Figure 1. Wires at chosen ports, followed through buffers.
The bar under the picture is 20 um long.
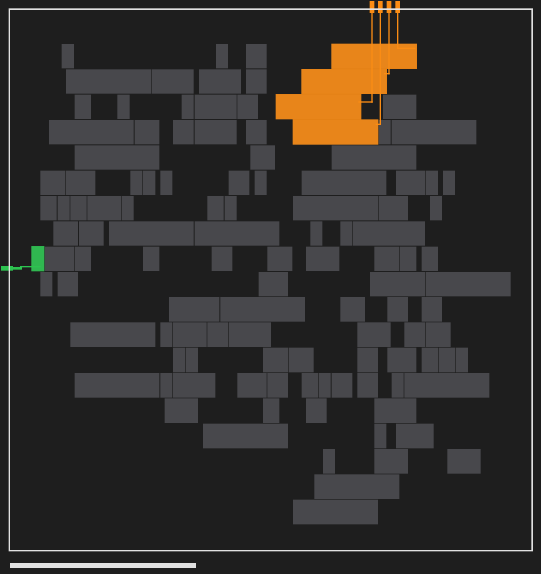
Figure 2. Metal layers overlaid.
Two of the layers only.
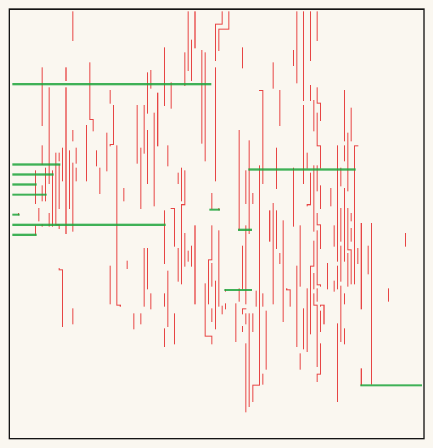
Figure 3. A small window of the routed layout.
The bar under the picture is 10 um long. Region (13, 14) to (43, 44) um. Cells in gray, sequential cells in the stronger gray; small squares are vias.
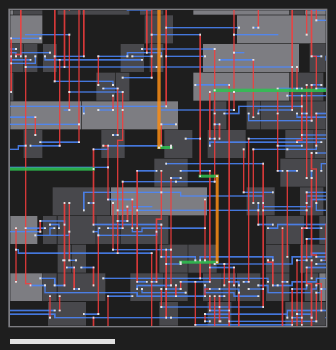
Figure 4. Metal 1.
Supply wires on this layer in gray.
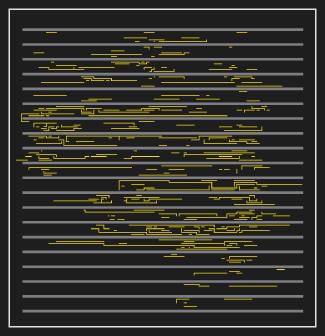
File: config.mk
export PLATFORM = sky130hd
export DESIGN_NAME = sos_run_arbiter
export DESIGN_NICKNAME = d
export VERILOG_FILES = /design/src/rtl/sos_run_arbiter.sv
export SDC_FILE = /design/constraint.sdc
export NUM_CORES = 1
export LEC_CHECK = 0
export CAP_MARGIN = 0
export CORE_AREA = 2 2 54 56
export CTS_CLUSTER_DIAMETER = 50
export CTS_CLUSTER_SIZE = 14
export DETAILED_ROUTE_END_ITERATION = 10
export DIE_AREA = 0 0 56 58
export DONT_BUFFER_PORTS = 1
export PLACE_DENSITY = 0.59
export SLEW_MARGIN = 0
export SYNTH_ARGS = -nofsm -noshare
export SYNTH_HDL_FRONTEND = slang
export SYNTH_SLANG_ARGS = --single-unit
File: constraint.sdc
create_clock -name CLK -period 2.15 [get_ports CLK]
set_clock_uncertainty 0.15 [all_clocks]
set_input_delay 0.43 -clock CLK [delete_from_list [all_inputs] [get_ports CLK]]
set_output_delay 0.43 -clock CLK [all_outputs]
set_load 0.005 [all_outputs]
File: src/rtl/sos_run_arbiter.sv
// sos_run_arbiter: round-robin owner of one shared Start_Sig/Done_Sig pattern generator.
// Optional run-timeout abort is compiled in when SOS_ARB_TIMEOUT_EN is defined.
module sos_run_arbiter #(
    parameter int NUM_REQ        = 4,
    parameter int GAP_CYCLES     = 1000,
    parameter int TIMEOUT_CYCLES = 100000
) (
    input  logic                       CLK,
    input  logic                       RSTn,
    input  logic [NUM_REQ-1:0]         Req_Sig,
    input  logic                       Done_Sig,
    output logic                       Start_Sig,
    output logic [NUM_REQ-1:0]         Ack_Sig,
    output logic [$clog2(NUM_REQ)-1:0] Grant_Id,
    output logic                       Busy_Sig,
    output logic                       Err_Sig,
    output logic [1:0]                 State_Dbg
);

    // Handshake: each Req_Sig bit is a level held by its source until that
    // bit of Ack_Sig pulses; Ack_Sig marks run completion, not acceptance.
    localparam int IDW = $clog2(NUM_REQ);
    localparam int IXW = IDW + 1;
    localparam int GCW = $clog2(GAP_CYCLES) + 1;

    typedef enum logic [1:0] {
        ST_IDLE = 2'd0,
        ST_RUN  = 2'd1,
        ST_GAP  = 2'd2
    } state_t;

    state_t             state_q, state_d;
    logic [IDW-1:0]     ptr_q, ptr_d;
    logic [IDW-1:0]     grant_q, grant_d;
    logic [GCW-1:0]     gap_q, gap_d;
    logic [NUM_REQ-1:0] ack_q, ack_d;
    logic [IDW-1:0]     pick_id;
    logic               pick_vld;
    logic [IXW-1:0]     idx;
    logic               timeout_hit;

    // Scan from the highest offset down so the lowest offset from ptr_q wins.
    always_comb begin
        pick_vld = 1'b0;
        pick_id  = '0;
        idx      = '0;
        for (int i = NUM_REQ - 1; i >= 0; i--) begin
            idx = {1'b0, ptr_q} + IXW'(i);
            if (idx >= IXW'(NUM_REQ)) begin
                idx = idx - IXW'(NUM_REQ);
            end
            if (Req_Sig[idx[IDW-1:0]]) begin
                pick_vld = 1'b1;
                pick_id  = idx[IDW-1:0];
            end
        end
    end

    always_comb begin
        state_d = state_q;
        ptr_d   = ptr_q;
        grant_d = grant_q;
        gap_d   = gap_q;
        ack_d   = '0;
        case (state_q)
            ST_IDLE: begin
                if (pick_vld) begin
                    grant_d = pick_id;
                    state_d = ST_RUN;
                end
            end
            ST_RUN: begin
                // Done_Sig takes precedence over a timeout on the same edge.
                if (Done_Sig || timeout_hit) begin
                    state_d = ST_GAP;
                    gap_d   = GCW'(GAP_CYCLES);
                    ptr_d   = (grant_q == IDW'(NUM_REQ - 1)) ? '0 : grant_q + IDW'(1);
                    if (Done_Sig) begin
                        ack_d = {{(NUM_REQ-1){1'b0}}, 1'b1} << grant_q;
                    end
                end
            end
            ST_GAP: begin
                if (gap_q == '0) begin
                    state_d = ST_IDLE;
                end else begin
                    gap_d = gap_q - GCW'(1);
                end
            end
            default: begin
                state_d = ST_IDLE;
            end
        endcase
    end

    always_ff @(posedge CLK or negedge RSTn) begin
        if (!RSTn) begin
            state_q <= ST_IDLE;
            ptr_q   <= '0;
            grant_q <= '0;
            gap_q   <= '0;
            ack_q   <= '0;
        end else begin
            state_q <= state_d;
            ptr_q   <= ptr_d;
            grant_q <= grant_d;
            gap_q   <= gap_d;
            ack_q   <= ack_d;
        end
    end

`ifdef SOS_ARB_TIMEOUT_EN
    localparam int TCW = $clog2(TIMEOUT_CYCLES) + 1;

    logic [TCW-1:0] run_cnt_q;
    logic           err_q;

    assign timeout_hit = (state_q == ST_RUN) && (run_cnt_q == TCW'(TIMEOUT_CYCLES - 1));

    always_ff @(posedge CLK or negedge RSTn) begin
        if (!RSTn) begin
            run_cnt_q <= '0;
            err_q     <= 1'b0;
        end else begin
            err_q <= timeout_hit && !Done_Sig;
            if ((state_q == ST_RUN) && !Done_Sig && !timeout_hit) begin
                run_cnt_q <= run_cnt_q + TCW'(1);
            end else begin
                run_cnt_q <= '0;
            end
        end
    end

    assign Err_Sig = err_q;
`else
    assign timeout_hit = 1'b0;
    // Always 0 for any legal TIMEOUT_CYCLES; RUN waits for Done_Sig indefinitely.
    assign Err_Sig     = (TIMEOUT_CYCLES < 1);
`endif

    // Start_Sig decodes the state register so reset drops it asynchronously.
    assign Start_Sig = (state_q == ST_RUN);
    assign Busy_Sig  = (state_q != ST_IDLE);
    assign Ack_Sig   = ack_q;
    assign Grant_Id  = grant_q;
    assign State_Dbg = state_q;

endmodule

==> impl_metrics.yaml <==
# generated from flow reports
worst_setup_path:
  startpoint_type: "register"
  slowest_delay_ps: 550
  worstSetupPathType: "reg -> reg"
  arrival_ps: 1850
  slowest_stage: "or4_4"
  crit_fanout: 6
logic_synthesis:
  ys_cells: 111
  synthDistinctLibCells: 44
  ys_area_um2: 1140
  yosys_warnings: 0
  ff_type: "dfrtp_1"
  synthArstFlopShare: 1.00
  synth_nets: 123
  syn-instance-count: 111
  edf_count: 0
  numSynthFlops: 21
  syn_area_um2: 1140
final_timing:
  final_max_slew_viol_count: 0
  layout_min_cycle_time_ps: 1810
  timing.fmax_mhz: 551
  setup_viol: 0
  setup_ws_ps: 336
  hold_violations: 0
  slew_headroom: 0.367
floorplanning:
  die_w_um: 56
  std_cell_rows: 19
  die_y_um: 58
cells_and_area:
  logic_area_um2: 572
  regArea_um2: 526
  final_area_um2: 1210
  n_fill_cell: 251
  antenna_cells: 0
power:
  intPower_uw: 791
  finalPower_mw: 1.33
  p_sw_uw: 542
  swShare: 0.407
status:
  status: "complete, no violations"
global_routing:
  grt_max_degree: 22
  grt_first_pass_wirelength_um: 3710
place:
  gp_congestion: 0.752
drt:
  wire_per_inst_um: 14.9
  routed_via_density: 5.70
  drc: 0
run:
  cap_violations: 0
  warnings: 29
cts:
  tritoncts: "yes"
  numCtsBuffers: 3
  clk_pin_slew_ps: 130
min_path:
  hold_depth: 1
  hold_class: "in -> reg"
Back to the opening pictures, Figure 1:
legend:
  green:
    port: Busy_Sig
    bits: 1
    direction: output
    edge: left
    end_cells: 1
    buffers: 0
    wire: 2.90 um
  orange:
    port: Ack_Sig
    bits: 4
    direction: output
    edge: top
    end_cells: 4
    buffers: 0
    wire: 36.3 um
Boundary Pins: 18
port bufs: 0

Back to the opening pictures, Figure 2:
legend:
  green:
    layer: met3
    wire_length: 98.2 um
  red:
    layer: met2
    wire_length: 1030 um
total number of vias: 832
Total Routing Usage GR: 0.150

Back to the opening pictures, Figure 3:
legend:
  orange:
    layer: met4
  red:
    layer: met2
  green:
    layer: met3
  blue:
    layer: met1
netlist names of flops here include: gap_q (3), State_Dbg (2)
cells with their middle in the window: 53
sequential cells in the window: 6
most frequent: nand2_1 (7), dfrtp_1 (6)

Back to the opening pictures, Figure 4:
nets with wire on the layer: 113
wire length on this layer: 1020 um
share of all routed wire: 47%
main direction: horizontal
met1 GRT Util: 0.187
final wirelength: 2180 um

==> cell usage after synthesis, types with 2 or more instances <==
library cell  count  share of area
and2_1            2          0.011
nand2_1          12          0.040
mux2i_1           6          0.053
and3_1            5          0.027
nand3b_1          2          0.013
nor3_1            3          0.013
o21ai_0           3          0.013
ha_1              5          0.055
inv_1             7          0.023
nand2b_1          2          0.011
nor2_1            7          0.023
a21oi_1           3          0.013
a31oi_1           3          0.016
dfrtp_1          21           0.46
==> path summary, 6_finish.rpt <==
path                       slack (ps)           end     start
min                                70  State_Dbg[0]  Done_Sig
max                               340      gap_q[5]  gap_q[7]
max in group asynchronous         720      gap_q[4]      RSTn
min in group asynchronous         540      gap_q[6]      RSTn
max reg2reg                       340      gap_q[5]  gap_q[7]
min reg2reg                       390      gap_q[0]  gap_q[0]
==> metal layers <==
metal	track usage	vias to the layer above	part of all wire
li1	-	403	-
met1	0.187	410	0.47
met2	0.235	15	0.47
met3	0.0469	4	0.045
met4	0.0748	0	0.011
met5	0	-	0
==> sequential cells by signal, indices dropped and copies added, names as in the netlist <==
signal	cells
ptr_q	2
Ack_Sig	4
gap_q	11
Grant_Id	2
State_Dbg	2
==> power by group through the flow <==
stage | Combinational, mW | Clock [mW] | Sequential, mW
floorplan | 0.371 | 0 | 0.645
CTS | 0.475 | 0.201 | 0.672
detailed placement | 0.463 | 0 | 0.681
global route | 0.526 | 0.224 | 0.695
global placement | 0.447 | 0 | 0.678
finish | 0.467 | 0.196 | 0.670
==> what timing repair did <==
item / 4_1_cts / 5_1_grt
hold buffers: 1 / 0
setup endpoints to repair: 0 / 0
endpoints found under the hold margin: 21 / 0
==> metrics by stage <==
| stage | util | std cells |
|---|---|---|
| finish | 0.455 | 146 |
| CTS | 0.455 | 146 |
| global placement | 0.441 | 141 |
| floorplan | - | 111 |
| detailed placement | 0.441 | 141 |
| global route | 0.455 | 146 |
==> area by class of cell <==
cell class                 count  share of cell area
clock buffer                   3              0.0186
timing repair buffer           2              0.0145
inverter                       8              0.0248
multi-input combinational     80               0.472
clock inverter                 1             0.00413
tap                           31              0.0320
sequential                    21               0.434
==> worst reg2reg max path: stages, from the launching register on <==
cell and delay [ps]:
dfrtp_1 480, or4_4 550, o311ai_2 250, xor2_1 190, nand2_1 70
==> logic make-up (layout without fill, tap and decap cells) <==
kind of cell | after synthesis | in the layout | share of synthesized area
xor gates and xnor gates | 2 | 2 | 0.0154
AOI/OAI and AO/OA | 19 | 19 | 0.118
adders and majority gates | 5 | 5 | 0.0549
other | 1 | 1 | 0.00329
buffers and inverters | 10 | 14 | 0.0363
muxes | 6 | 6 | 0.0527
and+or+nand+nor | 47 | 47 | 0.258
DFF | 21 | 21 | 0.462
No activity file was given, so power comes from the tool's default toggle rates.
